<file path="config.mk">
export PLATFORM = sky130hd
export DESIGN_NAME = ifetch_prefetch
export DESIGN_NICKNAME = d
export VERILOG_FILES = /design/src/rtl/ifetch_prefetch.sv
export SDC_FILE = /design/constraint.sdc
export NUM_CORES = 1
export LEC_CHECK = 0
export CAP_MARGIN = 30
export CORE_ASPECT_RATIO = 0.75
export CORE_MARGIN = 3
export CORE_UTILIZATION = 35
export CTS_CLUSTER_DIAMETER = 60
export CTS_CLUSTER_SIZE = 30
export DETAILED_ROUTE_END_ITERATION = 8
export SLEW_MARGIN = 40
export SYNTH_ARGS = -nofsm -noshare
export SYNTH_HDL_FRONTEND = slang
export SYNTH_SLANG_ARGS = --single-unit
</file>
<file path="constraint.sdc">
create_clock -name clk -period 7.11 [get_ports clk]
set_input_delay 1.7775 -clock clk [delete_from_list [all_inputs] [get_ports clk]]
set_output_delay 1.7775 -clock clk [all_outputs]
set_load 0.05 [all_outputs]
</file>
<file path="src/rtl/ifetch_prefetch.sv">
// Instruction fetch unit: drives a 1-cycle synchronous ROM and buffers
// fetched {pc, inst} pairs in a small circular prefetch queue.
module ifetch_prefetch #(
    parameter int              XLEN     = 32,
    parameter int              ADDR_W   = 14,
    parameter int              DEPTH    = 4,
    parameter logic [XLEN-1:0] RESET_PC = '0
) (
    input  logic                     clk,
    input  logic                     rst,
    output logic                     rom_en,
    output logic [ADDR_W-1:0]        rom_addr,
    input  logic [XLEN-1:0]          rom_data,
    input  logic                     redirect_valid,
    input  logic [XLEN-1:0]          redirect_pc,
    output logic                     if_valid,
    input  logic                     if_ready,
    output logic [XLEN-1:0]          if_pc,
    output logic [XLEN-1:0]          if_inst,
    output logic                     fetch_fault,
    output logic [$clog2(DEPTH):0]   occupancy
);

    localparam int PW = $clog2(DEPTH);
    localparam int CW = PW + 1;

    logic [XLEN-1:0] fetch_pc;
    logic [XLEN-1:0] tag_pc;
    logic            pending;
    logic [XLEN-1:0] pc_q   [DEPTH];
    logic [XLEN-1:0] inst_q [DEPTH];
    logic [PW-1:0]   rd_ptr;
    logic [PW-1:0]   wr_ptr;
    logic [CW-1:0]   count;
    logic [CW-1:0]   inflight;
    logic            push;
    logic            pop;

    // Reserve a slot for the in-flight fetch so its response always fits.
    assign inflight = count + CW'(pending);

    assign rom_en = rst && !fetch_fault && !redirect_valid
                    && (inflight < CW'(DEPTH));
    assign rom_addr = fetch_pc[ADDR_W+1:2];

    assign push = pending;
    assign pop  = if_valid && if_ready;

    assign if_valid  = (count != '0);
    assign if_pc     = if_valid ? pc_q[rd_ptr]   : '0;
    assign if_inst   = if_valid ? inst_q[rd_ptr] : '0;
    assign occupancy = count;

    always_ff @(posedge clk) begin
        if (!rst) begin
            fetch_pc    <= RESET_PC;
            tag_pc      <= '0;
            pending     <= 1'b0;
            rd_ptr      <= '0;
            wr_ptr      <= '0;
            count       <= '0;
            fetch_fault <= 1'b0;
        end else if (redirect_valid) begin
            pending <= 1'b0;
            rd_ptr  <= '0;
            wr_ptr  <= '0;
            count   <= '0;
            if (redirect_pc[1]) begin
                fetch_fault <= 1'b1;
            end else begin
                fetch_pc    <= redirect_pc & ~XLEN'(1);
                fetch_fault <= 1'b0;
            end
        end else begin
            pending <= rom_en;
            if (rom_en) begin
                tag_pc   <= fetch_pc;
                fetch_pc <= fetch_pc + XLEN'(4);
            end
            if (push)
                wr_ptr <= wr_ptr + PW'(1);
            if (pop)
                rd_ptr <= rd_ptr + PW'(1);
            count <= count + CW'(push) - CW'(pop);
        end
    end

    // Storage needs no reset: entries are only visible while count > 0.
    always_ff @(posedge clk) begin
        if (rst && !redirect_valid && push) begin
            pc_q[wr_ptr]   <= tag_pc;
            inst_q[wr_ptr] <= rom_data;
        end
    end

endmodule
</file>
Fig. 1: run 1, congestion heat map
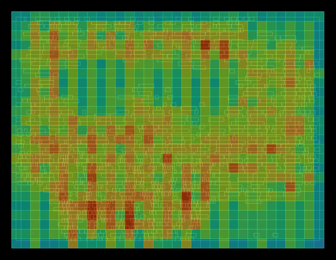
met2 Use GR: 0.232
final core utilization: 0.435
met1 Use GR: 0.205

Fig. 2: run 1, drive-strength map
(2 px per µm)
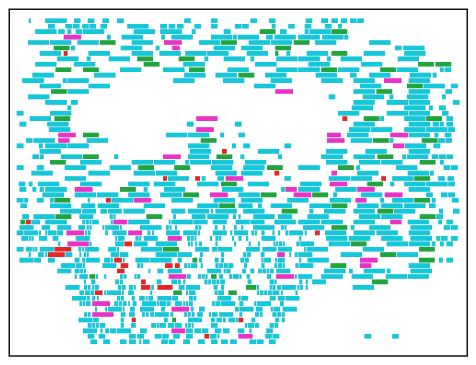
cyan -> _0 and _1 cells  # cells 850
green -> _2 cells  # cells 71
red -> _3 and _4 cells  # cells 25
magenta -> _6 and larger  # cells 41
nonclk buf count: 162
Final WS setup: 1.33 ns
Final Cell Area: 15700 µm²
Area Growth Syn to Fin: 21.5%

Fig. 3: run 1, signal wires on met3
(1 px per µm)
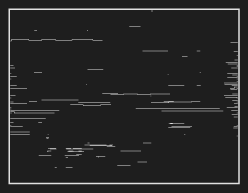
longest straight run = 83.7 µm
main direction = horizontal
wire length on this layer = 1350 µm
share of all routed wire = 4.7%

==> impl_metrics.json, run 1 <==
{
  "outcome": "finished clean",
  "dpl_cell_area_um2": 14800,
  "vias": 7490,
  "edf_count": 248,
  "hold_violations": 0,
  "cts_setup_buffers": 0,
  "lay_top_cells": "edfxtp_1, clkdlybuf4s50_1, nand2_1",
  "cp_top_family": "buffers and inverters",
  "path_buffers": 3,
  "rr_startpoint": "pending",
  "die_area_um2": 39400,
  "finalMaxSlewViolations": 0,
  "numSynthFlops": 319,
  "logic_gates": 453,
  "fill_cells": 3288,
  "dr_wl_met3_mm": 1.35,
  "antenna_left": 0,
  "grt_pass1_vias": 7710,
  "internal-power_mw": 2.82,
  "gr-usage-met3": 0.0293,
  "clockBufferDepth": 3,
  "crit_arrival_ns": 4.00,
  "r2r_end": "fetch_pc[25]",
  "topCombFamilyByArea": "multiplexers",
  "hpwl_mm": 17.9,
  "p_clk_frac": 0.382,
  "netlist_area_um2": 13000,
  "sh_comb_area": 0.236,
  "crit_path_end_kind": "primary output",
  "log.warning_count": 30,
  "drtIter0Drc": 453,
  "period_used_share": 0.812,
  "p_sw_mw": 1.01,
  "start_kind": "input pin",
  "buf_share": 0.103,
  "post-route-min-period_ns": 5.78,
  "place_ws_ns": 1.32,
  "power_density_nw_per_um2": 243,
  "p_comb_frac": 0.083,
  "regMostFlops": "inst_q",
  "grt_overflow_total": 0,
  "synth.distinct_cells": 54,
  "holdPathEnd": "tag_pc[31]",
  "fin_setup_tns_ns": 0,
  "synth.area.mux_share": 0.118,
  "highest_layer": "met4",
  "cts_resized": 0,
  "avgSynthCellArea_um2": 15.2,
  "finClkSkew_ns": 0.0406,
  "crit_chain": "clkdlybuf4s50_1 > nand2b_4 > or3_4 > inv_1 > buf_12",
  "inverters_excl_clock": 11,
  "hold_path_startpoint": "fetch_pc[31]",
  "numCtsBuffers": 23,
  "crit_fanout": 40,
  "yosys_warnings": 0,
  "vias_per_cell": 5.05,
  "synthAoiAreaFrac": 0.0517,
  "synth_cells": 853,
  "clkbuf_count": 23,
  "setup_viol": 0,
  "port_buffers": 148,
  "cts_tree": "done",
  "p_leak_nw": 4.97,
  "design.core.area_um2": 36200,
  "layout-drive-gt1-share": 0.139,
  "yosys_cells": 853,
  "layout.nets": 1047,
  "relSlewSlack": 0.493,
  "hp-class": "reg -> reg",
  "swShare": 0.264,
  "path_class": "in -> out",
  "synthFlopType": "edfxtp_1",
  "flops": 319,
  "logic_area_um2": 3710,
  "max_cap_violations": 0,
  "simple_gate_share": 0.102,
  "rr_worst_depth": 8,
  "grt.busiest_layer": "met2",
  "rsz0062_at_grt": "no",
  "grt_max_degree": 65,
  "wl_met2_mm": 13.5,
  "hold_buffers": 0,
  "ioPinCount": 152,
  "worst_pin_slew_ns": 0.760,
  "chipWidth_um": 228,
  "clk_share": 0.0556,
  "crit_path_max_incr_delay_ns": 0.90,
  "synthAdderAreaFrac": 0.00869,
  "largest_reg_flops": 128
}
[run 1: power groups by stage]
stage / combinational [mW] / clock, mW / sequential (mW)
2_1_floorplan: 0.205 / 0 / 2.08
3_3_place_gp: 0.317 / 0 / 2.09
3_5_place_dp: 0.320 / 0 / 2.09
4_1_cts: 0.321 / 1.50 / 2.05
5_1_grt: 0.341 / 1.58 / 2.06
6_report: 0.317 / 1.46 / 2.05
[run 1: stage by stage]
stage,power [mW],utilization,std cells
final,3.83,0.435,1483
after floorplan,2.29,-,854
after global placement,2.41,0.410,1439
after global routing,3.98,0.435,1483
after CTS,3.88,0.434,1481
after detailed placement,2.41,0.410,1439
[run 1: worst max path at each step]
stage / startpoint / endpoint / cells past startpoint
after floorplan: redirect_valid / rom_en / 5
after global placement: rst / rom_en / 5
after detailed placement: rst / rom_en / 5
after CTS: rst / rom_en / 5
after global routing: rst / rom_en / 5
final: rst / rom_en / 5
[run 1: cell usage after synthesis (4+ instances only)]
cell / number / area [µm²]
clkbuf_1: 27 / 101
nor3_1: 9 / 45.0
nor4_1: 9 / 56.3
and2_1: 65 / 407
a211oi_1: 5 / 37.5
ha_1: 9 / 113
xnor2_1: 4 / 35.0
and3_1: 18 / 113
dfxtp_1: 71 / 1420
o221ai_1: 4 / 35.0
nand2_1: 80 / 300
mux4_2: 62 / 1400
nand3_1: 14 / 70.1
edfxtp_1: 248 / 7450
mux2i_1: 13 / 130
o22ai_1: 10 / 62.6
nand4_1: 8 / 50.1
buf_4: 18 / 135
buf_2: 21 / 105
a31oi_1: 6 / 37.5
inv_1: 10 / 37.5
nor2_1: 30 / 113
o21ai_0: 10 / 50.1
a21oi_1: 56 / 280
--- run 2 (diff from run 1) ---
==> constraint.sdc (replaced) <==
create_clock -name clk -period 4.9 [get_ports clk]
set_input_delay 1.225 -clock clk [delete_from_list [all_inputs] [get_ports clk]]
set_output_delay 1.225 -clock clk [all_outputs]
set_load 0.05 [all_outputs]
Fig. 4: run 2, congestion heat map
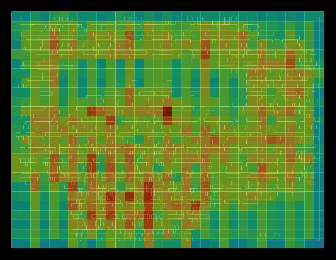
met1 Use GR: 0.201
Routed wire per std cell: 19.4 µm
GR Layer Usage met3: 0.0245
met2 Use GR: 0.243
Total Routing Usage GR: 0.145

==> run 2 against run 1 <==
Against the previous run: clock power up 38%; routed wire length up 1.0%; hold slack better by 0.018 ns; largest cell class unchanged.
==> impl_metrics.json, run 2 <==
{
  "area_growth_pct": 21.2,
  "log.warning_count": 30,
  "finalMaxSlewViolations": 0,
  "top_area_frac": 0.575,
  "die_area_um2": 39400,
  "drtIter0Drc": 633,
  "cts_resized": 0,
  "hpwl_mm": 18.1,
  "avgSynthCellArea_um2": 15.2,
  "grt_pass1_vias": 7861,
  "yosys_cells": 853,
  "grt.busiest_layer": "met2",
  "netlist_top_cells_count": "edfxtp_1, nand2_1, dfxtp_1",
  "largest_reg_flops": 128,
  "crit_path_max_incr_delay_ns": 0.70,
  "clk_share": 0.0495,
  "numSynthFlops": 319,
  "hp-class": "reg -> reg",
  "period_used_share": 0.883,
  "edf_count": 248,
  "synthFlopType": "edfxtp_1",
  "chipWidth_um": 228,
  "netlist_area_um2": 13000,
  "numCtsBuffers": 21,
  "hold_buffers": 0,
  "vias_per_cell": 5.04,
  "setup_viol": 0,
  "dpl_cell_area_um2": 14900,
  "wl_met2_mm": 13.8,
  "report.power.total_mw": 5.45,
  "highest_layer": "met4",
  "yosys-top-cells-area": "edfxtp_1, dfxtp_1, mux4_2, and2_1, nand2_1",
  "path_class": "reg -> out",
  "p_leak_nw": 4.95,
  "clkbuf_count": 22,
  "fin_setup_tns_ns": 0,
  "layout.nets": 1048,
  "outcome": "finished clean",
  "power_density_nw_per_um2": 347,
  "dr_wl_met3_mm": 1.22,
  "fill_cells": 3295,
  "finalInstanceArea_um2": 15700,
  "grt_max_degree": 53,
  "top_area_cell": "edfxtp_1",
  "yosys_warnings": 0,
  "hold_violations": 0,
  "logic_gates": 453,
  "cts_tree": "done",
  "finClkSkew_ns": 0.0171,
  "logic_area_um2": 3710,
  "synth_top_cell_by_count": "edfxtp_1",
  "lay_top_cells": "edfxtp_1, clkdlybuf4s50_1, nand2_1",
  "inverters_excl_clock": 11,
  "crit_fanout": 24,
  "crit_path_end_kind": "primary output",
  "flops": 319,
  "post-route-min-period_ns": 4.33,
  "layout-drive-gt1-share": 0.137
}
Fig. 5: run 2, signal wires on met2
(1 px per µm) Cells faint in the background.
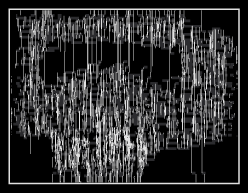
nets with wire on the layer = 893
longest straight run = 67.9 µm
wire length on this layer = 13800 µm
main direction = vertical
final WL: 28.8 mm
routed vias: 7460

## run 2: cell types whose count changed in the layout (fill, tap and decap cells not counted), moves of 2 or more
| cell | before | now |
|---|---|---|
| inv_12 | 2 | 6 |
| buf_12 | 3 | 6 |
| clkinv_16 | 3 | 0 |
| inv_16 | 3 | 1 |
| inv_4 | 3 | 1 |
## run 2: stage by stage
step / utilization / instances
2_1_floorplan: - / 854
3_3_place_gp: 0.413 / 1444
3_5_place_dp: 0.413 / 1444
4_1_cts: 0.434 / 1481
5_1_grt: 0.434 / 1481
6_report: 0.434 / 1481
## run 2: power breakdown
part           leakage [nW]  total (mW)  switching, mW  internal, mW
Sequential             2.81        2.98         0.0479          2.93
Combinational          1.76       0.461          0.282         0.180
Clock                 0.378        2.01           1.05         0.959
Total                  4.95        5.45           1.38          4.07
## run 2: final timing paths
check	from	end	slack, ns	cells past startpoint
setup / recovery	flop	if_pc[27]	0.57	4
hold / removal	tag_pc[26]	tag_pc[26]	0.50	2
setup reg to reg	pending	fetch_pc[22]	2.25	9
hold reg to reg	tag_pc[26]	tag_pc[26]	0.50	2
## run 2: worst max-delay path, delay by kind of cell, from the launching register on
| family | cells | cell delay, ns |
|---|---|---|
| buffers and inverters | 2 | 1.09 |
| flip-flops | 1 | 0.70 |
| multiplexers | 1 | 0.57 |
| AND/OR/NAND/NOR | 1 | 0.18 |
## run 2: cell families (layout without fill, tap and decap cells)
logic type | count (synthesis) | in the layout | synth area share
other | 1 | 2 | 0.000289
adder cells (fa/ha/maj) | 9 | 9 | 0.00869
flip-flops | 319 | 319 | 0.684
AND-OR/OR-AND | 110 | 110 | 0.0517
XOR/XNOR | 6 | 6 | 0.00405
buffers and inverters | 82 | 213 | 0.0317
AND/OR/NAND/NOR | 251 | 251 | 0.102
multiplexers | 75 | 75 | 0.118
Power and IR drop assume default switching activity.
